$ cat config.mk
export PLATFORM = sky130hd
export DESIGN_NAME = regfile_wb_queue
export DESIGN_NICKNAME = d
export VERILOG_FILES = /design/src/rtl/regfile_wb_queue.sv
export SDC_FILE = /design/constraint.sdc
export NUM_CORES = 1
export LEC_CHECK = 0
export CAP_MARGIN = 25
export CELL_PAD_IN_SITES_DETAIL_PLACEMENT = 0
export CELL_PAD_IN_SITES_GLOBAL_PLACEMENT = 2
export CORE_UTILIZATION = 34
export CTS_CLUSTER_DIAMETER = 30
export DETAILED_ROUTE_END_ITERATION = 7
export GPL_TIMING_DRIVEN = 0
export PLACE_DENSITY_LB_ADDON = 0.12
export SLEW_MARGIN = 20
export SYNTH_ARGS = -nofsm -noshare
export SYNTH_HDL_FRONTEND = slang
export SYNTH_SLANG_ARGS = --single-unit
$ cat constraint.sdc
create_clock -name clk -period 12.4 [get_ports clk]
set_clock_uncertainty 0.05 [all_clocks]
set_input_delay 2.48 -clock clk [delete_from_list [all_inputs] [get_ports clk]]
set_output_delay 2.48 -clock clk [all_outputs]
set_load 0.005 [all_outputs]
$ cat src/rtl/regfile_wb_queue.sv
// regfile_wb_queue: write-side front end for the 32 x XLEN register file.
// It merges ALU and load results into an in-order circular queue, drains one
// regfile write per cycle, and forwards the youngest pending value per register.
//
// Ports:
//   clk, reset               clock, asynchronous active-high reset
//   flush                    synchronous discard of all pending entries
//   alu_valid/ready/rd/data  ALU result handshake
//   ld_valid/ready/rd/data   load result handshake (older than ALU on a tie)
//   wb_we/wb_rd/wb_data      regfile write port, driven from the queue head
//   fwd_rs1/2 -> fwd_hit1/2, fwd_data1/2   lookup over queued entries
//   count                    number of valid queue entries
module regfile_wb_queue #(
    parameter int unsigned DEPTH = 4,
    parameter int unsigned XLEN  = 64
) (
    input  logic                     clk,
    input  logic                     reset,
    input  logic                     flush,
    input  logic                     alu_valid,
    output logic                     alu_ready,
    input  logic [4:0]               alu_rd,
    input  logic [XLEN-1:0]          alu_data,
    input  logic                     ld_valid,
    output logic                     ld_ready,
    input  logic [4:0]               ld_rd,
    input  logic [XLEN-1:0]          ld_data,
    output logic                     wb_we,
    output logic [4:0]               wb_rd,
    output logic [XLEN-1:0]          wb_data,
    input  logic [4:0]               fwd_rs1,
    input  logic [4:0]               fwd_rs2,
    output logic                     fwd_hit1,
    output logic [XLEN-1:0]          fwd_data1,
    output logic                     fwd_hit2,
    output logic [XLEN-1:0]          fwd_data2,
    output logic [$clog2(DEPTH):0]   count
);

    localparam int unsigned PtrW = $clog2(DEPTH);
    localparam int unsigned CntW = PtrW + 1;

    logic [4:0]      rd_q   [DEPTH];
    logic [XLEN-1:0] data_q [DEPTH];
    logic [PtrW-1:0] head_q, tail_q;
    logic [CntW-1:0] count_q;

    logic [CntW-1:0] free;
    logic            ld_en, alu_en;
    logic [CntW-1:0] enq_cnt;
    logic [PtrW-1:0] alu_idx;
    logic [PtrW-1:0] idx;

    // Free space comes from the registered count only: a pop this cycle does
    // not make room for a push this cycle.
    assign free      = CntW'(DEPTH) - count_q;
    assign ld_ready  = !reset && !flush && (free >= CntW'(1));
    assign alu_ready = !reset && !flush && (free >= (ld_valid ? CntW'(2) : CntW'(1)));

    // Writes to x0 complete the handshake but are never queued.
    assign ld_en   = ld_valid && ld_ready && (ld_rd != 5'd0);
    assign alu_en  = alu_valid && alu_ready && (alu_rd != 5'd0);
    assign enq_cnt = CntW'(ld_en) + CntW'(alu_en);
    assign alu_idx = tail_q + PtrW'(ld_en);

    assign wb_we   = (count_q != '0);
    assign wb_rd   = wb_we ? rd_q[head_q] : 5'd0;
    assign wb_data = wb_we ? data_q[head_q] : '0;
    assign count   = count_q;

    // Scan oldest to youngest so the last match (closest to tail) wins.
    always_comb begin
        fwd_hit1  = 1'b0;
        fwd_data1 = '0;
        fwd_hit2  = 1'b0;
        fwd_data2 = '0;
        idx       = '0;
        for (int i = 0; i < DEPTH; i++) begin
            idx = head_q + PtrW'(i);
            if (CntW'(i) < count_q) begin
                if ((fwd_rs1 != 5'd0) && (rd_q[idx] == fwd_rs1)) begin
                    fwd_hit1  = 1'b1;
                    fwd_data1 = data_q[idx];
                end
                if ((fwd_rs2 != 5'd0) && (rd_q[idx] == fwd_rs2)) begin
                    fwd_hit2  = 1'b1;
                    fwd_data2 = data_q[idx];
                end
            end
        end
    end

    always_ff @(posedge clk or posedge reset) begin
        if (reset) begin
            head_q  <= '0;
            tail_q  <= '0;
            count_q <= '0;
            for (int i = 0; i < DEPTH; i++) begin
                rd_q[i]   <= 5'd0;
                data_q[i] <= '0;
            end
        end else if (flush) begin
            // The head write of this cycle still reaches the regfile.
            head_q  <= '0;
            tail_q  <= '0;
            count_q <= '0;
        end else begin
            if (ld_en) begin
                rd_q[tail_q]   <= ld_rd;
                data_q[tail_q] <= ld_data;
            end
            if (alu_en) begin
                rd_q[alu_idx]   <= alu_rd;
                data_q[alu_idx] <= alu_data;
            end
            tail_q  <= tail_q + PtrW'(enq_cnt);
            head_q  <= head_q + PtrW'(wb_we);
            count_q <= count_q + enq_cnt - CntW'(wb_we);
        end
    end

endmodule

Placement by cell class:
Bar = 100 µm.
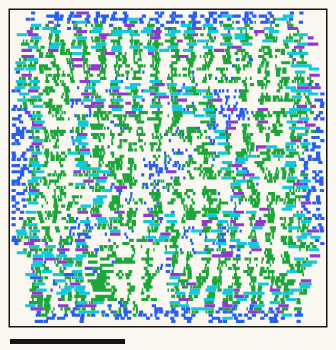
color	class	cells	share of their area
green	remaining logic cells	2,469	53%
blue	remaining buffers and delay cells	665	15%
purple	clock drivers and dummy loads	159	9.6%
cyan	registers	283	22%
Core Region: 74,300 µm²
post-route cell area: 33,500 µm²
Seq area share: 21.2%
FP Rows: 100
post-route core utilization: 45.0%

Sequential cells grouped by signal name:
Bar = 100 µm.
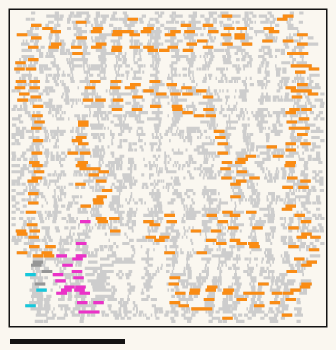
color	netlist name	sequential cells
orange	data_q	256
cyan	count	3
magenta	rd_q	20
not colored	4
Seq power: 1.63 mW
Seq. cell area: 7080 µm²

==> out/qor.yml <==
finish:
  nets: 3674
drt:
  met3_length_um: 12100
  dr.pass1.iters: 6
  top_layer_used: "met4"
  ant_nets: 0
  drc: 0
  met2_length_um: 61100
job:
  drv_cap: 0
place:
  portBuffers: 348
  gp_congestion: 0.927
  dpl.hpwl_um: 96300
global_routing:
  grt.busiest_layer: "met2"
  grt_pass1_vias: 27300
  use_met1_pct: 44.4
power_and_ir_drop:
  powerComb_mw: 4.81
  switching_share_pct: 45.3
  peakVddDrop_uv: 115
  power_density_nw_per_um2: 262
  p_comb_share_pct: 54.8
worst_setup_path:
  crit_required_ns: 9.87
  slowest_delay_ns: 0.63
  reg2reg_to: "data_q[139]"
  path_class: "primary input to output port"
  path_max_fanout: 10
yosys:
  topCombFamilyByArea: "multiplexers"
  synthArstFlopShare_pct: 100
  ys_sh_xor_pct: 1.63
  ys_warn_count: 0
  flop_cell: "dfrtp_1"
  ys_cells: 3062
  postSynthSeqShare_pct: 27.8
  yosysUniqueCellTypes: 59
cts:
  cts_hold_buf: 0
  cts_setup_buffers: 0
  cts-htree-levels: 3
floorplan:
  die_h_um: 276
hold_path:
  hold_depth: 2
  hp-start: "data_q[245]"
final_timing:
  final.min_clock_period_ns: 9.09
  relSlewSlack_pct: 21.5
  setup_viol: 0
run_status:
  run_status: "finished, final reports clean"
[cells in the mapped netlist, types with 61 or more instances]
master	n	area (µm²)
mux2_2	65	732
o21ai_0	343	1720
inv_1	61	229
buf_2	81	405
a21oi_1	80	400
nor2_1	228	856
clkbuf_1	186	698
mux2i_1	609	6100
a211oi_1	81	608
nor3_1	227	1140
nand2_1	408	1530
dfrtp_1	283	7080
[sequential cells by signal, summed over array words and instances (netlist names)]
| signal | cells |
|---|---|
| count | 3 |
| data_q | 256 |
| head_q | 2 |
| rd_q | 20 |
| tail_q | 2 |
[how the worst max path moves through the flow]
stage                     to  slack [ns]  depth (start not counted)        from
2_1_floorplan       count[0]        2.06                          1       reset
3_3_place_gp      data_q[29]       -2.12                          2       reset
5_1_grt        fwd_data2[11]        3.28                         11  fwd_rs2[2]
6_report       fwd_data2[11]        3.31                         11  fwd_rs2[2]
3_5_place_dp   fwd_data2[11]        3.31                          8  fwd_rs2[2]
4_1_cts        fwd_data2[11]        3.31                          8  fwd_rs2[2]
[area by class of cell]
type | count | area, µm² | share of cell area (%)
Clock buffer | 131 | 2710 | 8.10
Inverter | 62 | 240 | 0.718
Sequential cell | 283 | 7080 | 21.2
Timing Repair Buffer | 355 | 3610 | 10.8
Clock inverter | 28 | 397 | 1.19
Multi-Input combinational cell | 2407 | 16800 | 50.3
Buffer | 310 | 1380 | 4.12
Tap cell | 969 | 1210 | 3.62
[logic make-up after synthesis]
family          after synthesis
buf+inv                     372
mux                         727
flops                       283
simple gates                942
compound gates              681
fa+ha+maj                    13
xor+xnor                     44
[stage by stage]
stage                     hold slack (ns)  std cells  setup slack [ns]
after detailed placement            0.531       4382              3.31
after floorplan                     0.495       3062              2.06
final                               0.537       4545              3.31
after global placement              0.519       4379             -2.12
after global routing                0.570       4545              3.28
after CTS                           0.540       4541              3.31
No activity file was given, so power comes from the tool's default toggle rates.
